--- src/rtl/sdram_arb_pkg.sv ---
// Shared types and constants for the two-port SDRAM controller arbiter.
package sdram_arb_pkg;

  typedef enum logic [1:0] {
    ST_IDLE,
    ST_ISSUE,
    ST_WAIT_ACCEPT,
    ST_WAIT_DONE
  } arb_state_e;

  localparam logic PORT_CPU = 1'b0;
  localparam logic PORT_DBG = 1'b1;

  localparam int unsigned DEF_ADDR_W = 25;
  localparam int unsigned DEF_DATA_W = 16;

endpackage

--- src/rtl/sdram_port_arbiter_if.sv ---
// Requester ports and controller-side bus of the SDRAM port arbiter.
interface sdram_port_arbiter_if
  import sdram_arb_pkg::*;
#(
  parameter int unsigned ADDR_W = DEF_ADDR_W,
  parameter int unsigned DATA_W = DEF_DATA_W
) ();

  logic              p0_req;
  logic              p0_we;
  logic [ADDR_W-1:0] p0_addr;
  logic [DATA_W-1:0] p0_wdata;
  logic              p0_done;
  logic [DATA_W-1:0] p0_rdata;
  logic              p0_err;

  logic              p1_req;
  logic              p1_we;
  logic [ADDR_W-1:0] p1_addr;
  logic [DATA_W-1:0] p1_wdata;
  logic              p1_done;
  logic [DATA_W-1:0] p1_rdata;
  logic              p1_err;

  logic [ADDR_W-1:0] wr_addr;
  logic [DATA_W-1:0] wr_data;
  logic              wr_enable;
  logic [ADDR_W-1:0] rd_addr;
  logic              rd_enable;
  logic [DATA_W-1:0] rd_data;
  logic              rd_ready;
  logic              busy;

  logic              arb_busy;
  logic              arb_owner;

  // Arbiter's view.
  modport slave (
    input  p0_req, p0_we, p0_addr, p0_wdata,
    input  p1_req, p1_we, p1_addr, p1_wdata,
    input  rd_data, rd_ready, busy,
    output p0_done, p0_rdata, p0_err,
    output p1_done, p1_rdata, p1_err,
    output wr_addr, wr_data, wr_enable, rd_addr, rd_enable,
    output arb_busy, arb_owner
  );

  // Requesters' and controller's view.
  modport master (
    output p0_req, p0_we, p0_addr, p0_wdata,
    output p1_req, p1_we, p1_addr, p1_wdata,
    output rd_data, rd_ready, busy,
    input  p0_done, p0_rdata, p0_err,
    input  p1_done, p1_rdata, p1_err,
    input  wr_addr, wr_data, wr_enable, rd_addr, rd_enable,
    input  arb_busy, arb_owner
  );

endinterface

--- src/rtl/sdram_port_arbiter_rr.sv ---
// Two-way round-robin picker; remembers the last granted port.
module rr_arbiter2
  import sdram_arb_pkg::*;
(
  input  logic       clk,
  input  logic       rst_n,
  input  logic [1:0] req,
  input  logic       grant_en,
  output logic       grant_valid,
  output logic       grant_idx,
  output logic       owner
);

  logic owner_q, owner_d;

  always_comb begin
    grant_idx = owner_q;
    case (req)
      2'b01:   grant_idx = PORT_CPU;
      2'b10:   grant_idx = PORT_DBG;
      2'b11:   grant_idx = ~owner_q;
      default: grant_idx = owner_q;
    endcase
    grant_valid = grant_en && (|req);
    owner_d     = grant_valid ? grant_idx : owner_q;
  end

  // Reset to DBG so that CPU wins the first tie.
  always_ff @(posedge clk or negedge rst_n) begin
    if (!rst_n) owner_q <= PORT_DBG;
    else        owner_q <= owner_d;
  end

  assign owner = owner_q;

endmodule

--- src/rtl/sdram_port_arbiter.sv ---
// Serialises CPU and debugger/DMA transactions onto one SDRAM controller port.
module sdram_port_arbiter
  import sdram_arb_pkg::*;
#(
  parameter int unsigned ADDR_W         = DEF_ADDR_W,
  parameter int unsigned DATA_W         = DEF_DATA_W,
  parameter int unsigned TIMEOUT_CYCLES = 1023
) (
  input logic               clk,
  input logic               rst_n,
  sdram_port_arbiter_if.slave bus
);

  localparam int unsigned        TMR_W     = $clog2(TIMEOUT_CYCLES + 1);
  localparam logic [TMR_W-1:0]   TMR_LIMIT = TMR_W'(TIMEOUT_CYCLES);

  arb_state_e        state_q, state_d;
  logic              we_q, we_d;
  logic [ADDR_W-1:0] wr_addr_q, wr_addr_d;
  logic [ADDR_W-1:0] rd_addr_q, rd_addr_d;
  logic [DATA_W-1:0] wr_data_q, wr_data_d;
  logic              wr_en_q, wr_en_d;
  logic              rd_en_q, rd_en_d;
  logic [TMR_W-1:0]  tmr_q, tmr_d, tmr_next;
  logic [1:0]        done_q, done_d;
  logic [1:0]        err_q, err_d;
  logic [DATA_W-1:0] rdata0_q, rdata0_d;
  logic [DATA_W-1:0] rdata1_q, rdata1_d;

  logic              grant_en, grant_valid, grant_idx, owner;
  logic              sel_we;
  logic [ADDR_W-1:0] sel_addr;
  logic [DATA_W-1:0] sel_wdata;
  logic              finish, abort;

  // No grant while a done pulse is out: the requester still holds req that cycle.
  assign grant_en = (state_q == ST_IDLE) && !bus.busy && !(|done_q);

  rr_arbiter2 u_rr (
    .clk        (clk),
    .rst_n      (rst_n),
    .req        ({bus.p1_req, bus.p0_req}),
    .grant_en   (grant_en),
    .grant_valid(grant_valid),
    .grant_idx  (grant_idx),
    .owner      (owner)
  );

  assign sel_we    = (grant_idx == PORT_DBG) ? bus.p1_we    : bus.p0_we;
  assign sel_addr  = (grant_idx == PORT_DBG) ? bus.p1_addr  : bus.p0_addr;
  assign sel_wdata = (grant_idx == PORT_DBG) ? bus.p1_wdata : bus.p0_wdata;

  always_comb begin
    state_d   = state_q;
    we_d      = we_q;
    wr_addr_d = wr_addr_q;
    rd_addr_d = rd_addr_q;
    wr_data_d = wr_data_q;
    wr_en_d   = 1'b0;
    rd_en_d   = 1'b0;
    tmr_d     = tmr_q;
    done_d    = '0;
    err_d     = '0;
    rdata0_d  = rdata0_q;
    rdata1_d  = rdata1_q;
    tmr_next  = tmr_q + TMR_W'(1);
    finish    = 1'b0;
    abort     = 1'b0;

    case (state_q)
      ST_IDLE: begin
        if (grant_valid) begin
          we_d = sel_we;
          if (sel_we) begin
            wr_addr_d = sel_addr;
            wr_data_d = sel_wdata;
            wr_en_d   = 1'b1;
          end else begin
            rd_addr_d = sel_addr;
            rd_en_d   = 1'b1;
          end
          state_d = ST_ISSUE;
        end
      end
      ST_ISSUE: begin
        tmr_d   = '0;
        state_d = ST_WAIT_ACCEPT;
      end
      ST_WAIT_ACCEPT: begin
        tmr_d = tmr_next;
        if (!we_q && bus.rd_ready)    finish  = 1'b1;
        else if (tmr_next == TMR_LIMIT) abort = 1'b1;
        else if (bus.busy)            state_d = ST_WAIT_DONE;
      end
      ST_WAIT_DONE: begin
        tmr_d = tmr_next;
        if (we_q ? !bus.busy : bus.rd_ready) finish = 1'b1;
        else if (tmr_next == TMR_LIMIT)      abort  = 1'b1;
      end
      default: state_d = ST_IDLE;
    endcase

    if (finish || abort) begin
      state_d       = ST_IDLE;
      done_d[owner] = 1'b1;
      err_d[owner]  = abort;
    end

    if (finish && !we_q) begin
      if (owner == PORT_DBG) rdata1_d = bus.rd_data;
      else                   rdata0_d = bus.rd_data;
    end
  end

  always_ff @(posedge clk or negedge rst_n) begin
    if (!rst_n) begin
      state_q   <= ST_IDLE;
      we_q      <= 1'b0;
      wr_addr_q <= '0;
      rd_addr_q <= '0;
      wr_data_q <= '0;
      wr_en_q   <= 1'b0;
      rd_en_q   <= 1'b0;
      tmr_q     <= '0;
      done_q    <= '0;
      err_q     <= '0;
      rdata0_q  <= '0;
      rdata1_q  <= '0;
    end else begin
      state_q   <= state_d;
      we_q      <= we_d;
      wr_addr_q <= wr_addr_d;
      rd_addr_q <= rd_addr_d;
      wr_data_q <= wr_data_d;
      wr_en_q   <= wr_en_d;
      rd_en_q   <= rd_en_d;
      tmr_q     <= tmr_d;
      done_q    <= done_d;
      err_q     <= err_d;
      rdata0_q  <= rdata0_d;
      rdata1_q  <= rdata1_d;
    end
  end

  assign bus.wr_addr   = wr_addr_q;
  assign bus.wr_data   = wr_data_q;
  assign bus.wr_enable = wr_en_q;
  assign bus.rd_addr   = rd_addr_q;
  assign bus.rd_enable = rd_en_q;
  assign bus.p0_done   = done_q[PORT_CPU];
  assign bus.p0_err    = err_q[PORT_CPU];
  assign bus.p0_rdata  = rdata0_q;
  assign bus.p1_done   = done_q[PORT_DBG];
  assign bus.p1_err    = err_q[PORT_DBG];
  assign bus.p1_rdata  = rdata1_q;
  assign bus.arb_busy  = (state_q != ST_IDLE);
  assign bus.arb_owner = owner;

endmodule

--- src/flat_wrapper.sv ---
// flat-port wrapper written by rule: the top's interface ports become plain ports
module sdram_port_arbiter_flat import sdram_arb_pkg::*;
#(
  parameter int unsigned ADDR_W         = DEF_ADDR_W,
  parameter int unsigned DATA_W         = DEF_DATA_W,
  parameter int unsigned TIMEOUT_CYCLES = 1023
)
  (clk, rst_n, bus_p0_req, bus_p0_we, bus_p0_addr, bus_p0_wdata, bus_p1_req, bus_p1_we, bus_p1_addr, bus_p1_wdata, bus_rd_data, bus_rd_ready, bus_busy, bus_p0_done, bus_p0_rdata, bus_p0_err, bus_p1_done, bus_p1_rdata, bus_p1_err, bus_wr_addr, bus_wr_data, bus_wr_enable, bus_rd_addr, bus_rd_enable, bus_arb_busy, bus_arb_owner);
  sdram_port_arbiter_if #(.ADDR_W(ADDR_W), .DATA_W(DATA_W)) bus_i ();
  input logic clk;
  input logic rst_n;
  input wire logic [$bits(bus_i.p0_req)-1:0] bus_p0_req;
  input wire logic [$bits(bus_i.p0_we)-1:0] bus_p0_we;
  input wire logic [$bits(bus_i.p0_addr)-1:0] bus_p0_addr;
  input wire logic [$bits(bus_i.p0_wdata)-1:0] bus_p0_wdata;
  input wire logic [$bits(bus_i.p1_req)-1:0] bus_p1_req;
  input wire logic [$bits(bus_i.p1_we)-1:0] bus_p1_we;
  input wire logic [$bits(bus_i.p1_addr)-1:0] bus_p1_addr;
  input wire logic [$bits(bus_i.p1_wdata)-1:0] bus_p1_wdata;
  input wire logic [$bits(bus_i.rd_data)-1:0] bus_rd_data;
  input wire logic [$bits(bus_i.rd_ready)-1:0] bus_rd_ready;
  input wire logic [$bits(bus_i.busy)-1:0] bus_busy;
  output wire logic [$bits(bus_i.p0_done)-1:0] bus_p0_done;
  output wire logic [$bits(bus_i.p0_rdata)-1:0] bus_p0_rdata;
  output wire logic [$bits(bus_i.p0_err)-1:0] bus_p0_err;
  output wire logic [$bits(bus_i.p1_done)-1:0] bus_p1_done;
  output wire logic [$bits(bus_i.p1_rdata)-1:0] bus_p1_rdata;
  output wire logic [$bits(bus_i.p1_err)-1:0] bus_p1_err;
  output wire logic [$bits(bus_i.wr_addr)-1:0] bus_wr_addr;
  output wire logic [$bits(bus_i.wr_data)-1:0] bus_wr_data;
  output wire logic [$bits(bus_i.wr_enable)-1:0] bus_wr_enable;
  output wire logic [$bits(bus_i.rd_addr)-1:0] bus_rd_addr;
  output wire logic [$bits(bus_i.rd_enable)-1:0] bus_rd_enable;
  output wire logic [$bits(bus_i.arb_busy)-1:0] bus_arb_busy;
  output wire logic [$bits(bus_i.arb_owner)-1:0] bus_arb_owner;
  assign bus_i.p0_req = bus_p0_req;
  assign bus_i.p0_we = bus_p0_we;
  assign bus_i.p0_addr = bus_p0_addr;
  assign bus_i.p0_wdata = bus_p0_wdata;
  assign bus_i.p1_req = bus_p1_req;
  assign bus_i.p1_we = bus_p1_we;
  assign bus_i.p1_addr = bus_p1_addr;
  assign bus_i.p1_wdata = bus_p1_wdata;
  assign bus_i.rd_data = bus_rd_data;
  assign bus_i.rd_ready = bus_rd_ready;
  assign bus_i.busy = bus_busy;
  assign bus_p0_done = bus_i.p0_done;
  assign bus_p0_rdata = bus_i.p0_rdata;
  assign bus_p0_err = bus_i.p0_err;
  assign bus_p1_done = bus_i.p1_done;
  assign bus_p1_rdata = bus_i.p1_rdata;
  assign bus_p1_err = bus_i.p1_err;
  assign bus_wr_addr = bus_i.wr_addr;
  assign bus_wr_data = bus_i.wr_data;
  assign bus_wr_enable = bus_i.wr_enable;
  assign bus_rd_addr = bus_i.rd_addr;
  assign bus_rd_enable = bus_i.rd_enable;
  assign bus_arb_busy = bus_i.arb_busy;
  assign bus_arb_owner = bus_i.arb_owner;
  sdram_port_arbiter #(.ADDR_W(ADDR_W), .DATA_W(DATA_W), .TIMEOUT_CYCLES(TIMEOUT_CYCLES)) u_core (.clk(clk), .rst_n(rst_n), .bus(bus_i));
endmodule
--- config.mk ---
export PLATFORM = sky130hd
export DESIGN_NAME = sdram_port_arbiter_flat
export DESIGN_NICKNAME = d
export VERILOG_FILES = /design/src/rtl/sdram_arb_pkg.sv /design/src/rtl/sdram_port_arbiter_if.sv /design/src/rtl/sdram_port_arbiter_rr.sv /design/src/rtl/sdram_port_arbiter.sv /design/src/flat_wrapper.sv
export SDC_FILE = /design/constraint.sdc
export NUM_CORES = 1
export LEC_CHECK = 0
export CAP_MARGIN = 20
export CORE_ASPECT_RATIO = 0.5
export CORE_MARGIN = 8
export CORE_UTILIZATION = 43
export DETAILED_ROUTE_END_ITERATION = 16
export MAX_ROUTING_LAYER = met4
export PLACE_DENSITY = 0.79
export REMOVE_ABC_BUFFERS = 1
export SETUP_SLACK_MARGIN = 0.05
export SKIP_LAST_GASP = 1
export SYNTH_ARGS = -nofsm -noshare
export SYNTH_HDL_FRONTEND = slang
export SYNTH_SLANG_ARGS = --single-unit
--- constraint.sdc ---
create_clock -name clk -period 2.8 [get_ports clk]
set_input_delay 0.28 -clock clk [delete_from_list [all_inputs] [get_ports clk]]
set_output_delay 0.28 -clock clk [all_outputs]
set_load 0.05 [all_outputs]
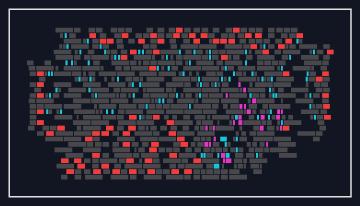
(logic cells by family)
(2 px per um)
nor cells -> cyan  # cells 86, most used nor2_1
nand cells -> magenta  # cells 25, most used nand2_1
mux cells -> red  # cells 74, most used mux2i_1, where all over the die

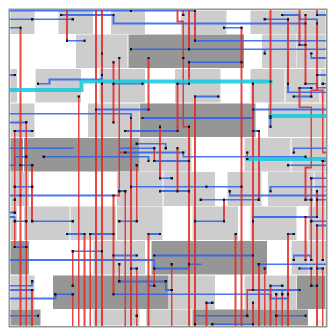
(layout detail)
Region (73, 15) to (98, 40) um. Cells in grey, sequential cells in the stronger grey; small squares are vias.
metal 1 -> blue
metal 2 -> red
metal 3 -> cyan
netlist names of flops here include = `u_core.bus.p1_rdata` (3), `u_core.bus.p0_rdata` (2)
sequential cells in the window = 5
cells with their middle in the window = 38
most frequent = clkdlybuf4s50_1 (15), mux2_2 (6), dfrtp_1 (5)

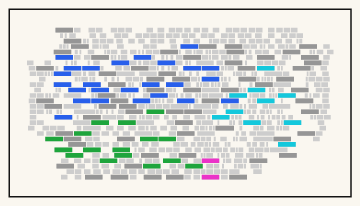
(sequential cells coloured by netlist name)
(2 px per um) Other sequential cells in the stronger grey, the rest of the logic in the fainter grey.
`u_core.tmr_q` -> cyan  # sequential cells 10, where east
`u_core.bus.p0_rdata` -> green  # sequential cells 16
`u_core.bus.rd_addr` -> blue  # sequential cells 25
`u_core.done_q` -> magenta  # sequential cells 2
not coloured = 65

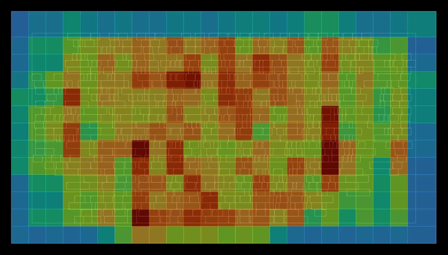
(congestion heat map)
routed length per placed instance: 17.7 um
global routing usage summed across all routing layers: 19.8%
share of the core filled with cells: 68.8%
met3 capacity usage during global routing: 4.33%

==> reports/qor.log <==
[synthesis] compound-cell area share of the yosys netlist 12.1%
[power] leakage power of the design 3.42 nW
[synthesis] share of flip-flops with an asynchronous set or reset after synthesis 100%
[synthesis] post-synthesis simple-gate area fraction 10.2%
[global_route] via count of the first global-routing pass 4407
[synthesis] count of mapped cells out of synthesis 457
[die] Core Footprint 11700 um^2
[synthesis] XOR/XNOR Fraction of Synth Area 0.515%
[clocking] Clk Tree Root Cell sky130_fd_sc_hd__clkbuf_16
[layout] fraction of final layout cells sized beyond drive strength 1 12.4%
[sta] Final Critical Period 2.31 ns
[die] standard-cell row count 28
[sta] number of slew-limit violations in the final report 0
[critical_path] R2R Setup Slk 0.49 ns
[sta] post-route worst hold slack 0.501 ns
[synthesis] Cell area leaders sky130_fd_sc_hd__dfrtp_1 (57%), sky130_fd_sc_hd__mux2i_1 (8.2%), sky130_fd_sc_hd__a21oi_1 (7.1%), sky130_fd_sc_hd__mux2_2 (7.1%), sky130_fd_sc_hd__nor2_1 (6.0%)
[clocking] maximum clock insertion buffer count 2
[synthesis] area of the mapped netlist 5110 um^2
[sta] Peak Freq 433 MHz
[synthesis] dominant non-sequential cell family after synthesis multiplexers
[layout] ANT cells 0
[synthesis] share of synthesized area spent on multiplexers 15.3%
[sta] hold violation total from the final report 0
[critical_path] worst flop-to-flop path startpoint u_core.state_q[1]
[die] floorplan core density 43.6%
[clocking] clock insertion delay at the later pin of the skew report 0.41 ns
[synthesis] Post-synth EDFFs 0
[layout] number of flip-flops and latches 118
[synthesis] Syn. warnings 0
[global_route] met1 Use GR 22.0%
[critical_path] delay of the slowest cell on the worst path 0.39 ns
[critical_path] maximum fanout count along the critical path 52
[layout] buffers outside the clock class 223
[global_route] remaining global-route overflow 0
[critical_path] reg-to-reg critical path endpoint u_core.bus.rd_addr[19]
[sta] worst slew margin relative to its limit 52.1%
[critical_path] origin of the worst setup path u_core.state_q[1]
[synthesis] predominant post-synthesis flop cell sky130_fd_sc_hd__dfrtp_1
[layout] multi-input combinational gate total 308
[layout] fraction of area in multi-input gates 25.6%
[layout] Reg area 2950 um^2
[clocking] clock transition time at the flip-flop clock pins of the worst setup and hold paths 0.05 ns
[sta] clock skew 0.0131 ns
[critical_path] buffer-and-inverter tally for the worst setup path 2
[clocking] post-cts repair resize count 0
[critical_path] start-to-end type of the worst setup path reg2reg
[layout] multi-input gate area in the final layout 2060 um^2
[synthesis] area share of the largest cell type after synthesis 57.3%
[run_status] run status complete, no violations
[critical_path] kind of end point of the critical path flip-flop
[placed_design] number of buffers inserted by port buffering 211
[min_path] endpoint of the worst hold-timing path u_core.bus.p1_rdata[11]
[global_route] antenna violations before repair 0
[placed_design] Detail Placement HPWL 11400 um
[placed_design] pre-CTS worst setup slack 0.500 ns
[synthesis] register bit total from synthesis 118
[critical_path] cells traversed along the worst timing path inv_1, ha_1, nor4b_1, nand2_1, and3b_2, buf_12, nor2_1, a21oi_1
[sta] setup repair after global routing missed its margin false
[routing] DR pass1 iterations 4
[run] Max Cap Viol 0
[layout] clock buffer instance count of the final layout 22
[critical_path] critical path data required time 3.12 ns
[critical_path] Critical Path Slowest Stage Cell sky130_fd_sc_hd__dfrtp_1
[die] number of top-level design ports 212
[clocking] H-tree lvl count 4
[layout] layout inverter count without the clock tree 7
[critical_path] Crit path arrival time 2.63 ns
[min_path] class of the tightest hold or removal check reg2reg
[critical_path] CP delay by family, top simple AND/OR/NAND/NOR gates
[critical_path] depth of the worst register-to-register path 8
[routing] number of nets with antenna violations after routing 0
[layout] share of final layout cell area taken by clock buffers and inverters 7.04%
[critical_path] startpoint class of the critical path flip-flop
[routing] Vias 4186
[die] number of tap cells added at floorplan 165
[layout] Leading cell kind registers
[critical_path] destination of the critical timing path u_core.bus.rd_addr[19]
[sta] Setup Viol. Count Final 0
[sta] period utilisation layout 82.4%
[synthesis] Adder-Cell Fraction of Synth Area 1.72%
[layout] fillcell total 888
cell usage in the layout, fill, tap and decap left out, drive strengths merged, types with 2 or more instances in the layout:
master,n
clkdlybuf4s50,210
dfrtp,117
nor2,82
a21oi,72
mux2i,42
mux2,32
clkbuf,22
nand2,13
o21ai,12
buf,12
inv,7
ha,7
nand2b,5
nand3,4
clkinv,4
o211ai,4
o31ai,3
o41ai,3
clkinvlp,3
nand4,2
xor2,2
or3,2
or2,2
a21o,2
bufinv,2
nor3,2
and2,2
registers in the layout, indices dropped and copies added, names as in the netlist:
name / cells
u_core.bus.rd_addr: 25
u_core.bus.wr_addr: 25
u_core.bus.p0_rdata: 16
u_core.bus.p1_rdata: 16
u_core.bus.wr_data: 16
u_core.tmr_q: 10
u_core.done_q: 2
u_core.err_q: 2
u_core.state_q: 2
u_core.bus.rd_enable: 1
u_core.bus.wr_enable: 1
u_core.u_rr.owner: 1
u_core.we_q: 1
worst register-to-register path, delay by kind of cell, from the launching register on:
family / cells / cell delay (ns)
flip-flops: 1 / 0.39
AND/OR/NAND/NOR: 4 / 1.04
buffers and inverters: 2 / 0.39
adder cells (fa/ha/maj): 1 / 0.25
AND-OR/OR-AND: 1 / 0.15
Yosys cell counts, types with 2 or more instances:
master and n:
sky130_fd_sc_hd__dfrtp_1 117, sky130_fd_sc_hd__nor2_1 82, sky130_fd_sc_hd__a21oi_1 72, sky130_fd_sc_hd__mux2i_1 42, sky130_fd_sc_hd__mux2_2 32, sky130_fd_sc_hd__clkbuf_1 22
sky130_fd_sc_hd__nand2_1 12, sky130_fd_sc_hd__o21ai_0 11, sky130_fd_sc_hd__ha_1 7, sky130_fd_sc_hd__inv_1 7, sky130_fd_sc_hd__nand2b_1 5, sky130_fd_sc_hd__nand3_1 4
sky130_fd_sc_hd__o211ai_1 3, sky130_fd_sc_hd__o31ai_1 3, sky130_fd_sc_hd__o41ai_1 3, sky130_fd_sc_hd__a21o_1 2, sky130_fd_sc_hd__buf_2 2, sky130_fd_sc_hd__nand4_1 2
sky130_fd_sc_hd__nor3_1 2, sky130_fd_sc_hd__or2_2 2, sky130_fd_sc_hd__or3_1 2, sky130_fd_sc_hd__xor2_1 2
layer usage:
| layer | wire (um) | up-vias |
|---|---|---|
| li1 | - | 2042 |
| met3 | 547 | 21 |
| met1 | 6040 | 2043 |
| met4 | 312 | 0 |
| met2 | 8190 | 80 |
| met5 | 0 | - |
metrics by stage:
step           instances  area (um^2)
2_1_floorplan        433         5010
3_3_place_gp         820         7480
3_5_place_dp         820         7480
4_1_cts              852         8060
5_1_grt              852         8060
6_report             852         8060
timing repair:
| action | in CTS | in global routing |
|---|---|---|
| endpoints found under the hold margin | 52 | 0 |
| hold buffers | 1 | 0 |
| buffers inserted | 0 | 0 |
where the power goes:
group / leakage (nW) / internal (W) / total, W / switching, W
clock network: 0.272 / 0.00134 / 0.00209 / 0.000745
registers: 1.40 / 0.00248 / 0.00289 / 0.000413
logic: 1.74 / 0.00215 / 0.00623 / 0.00408
total: 3.42 / 0.00597 / 0.0112 / 0.00524
No activity file was given, so power comes from the tool's default toggle rates.
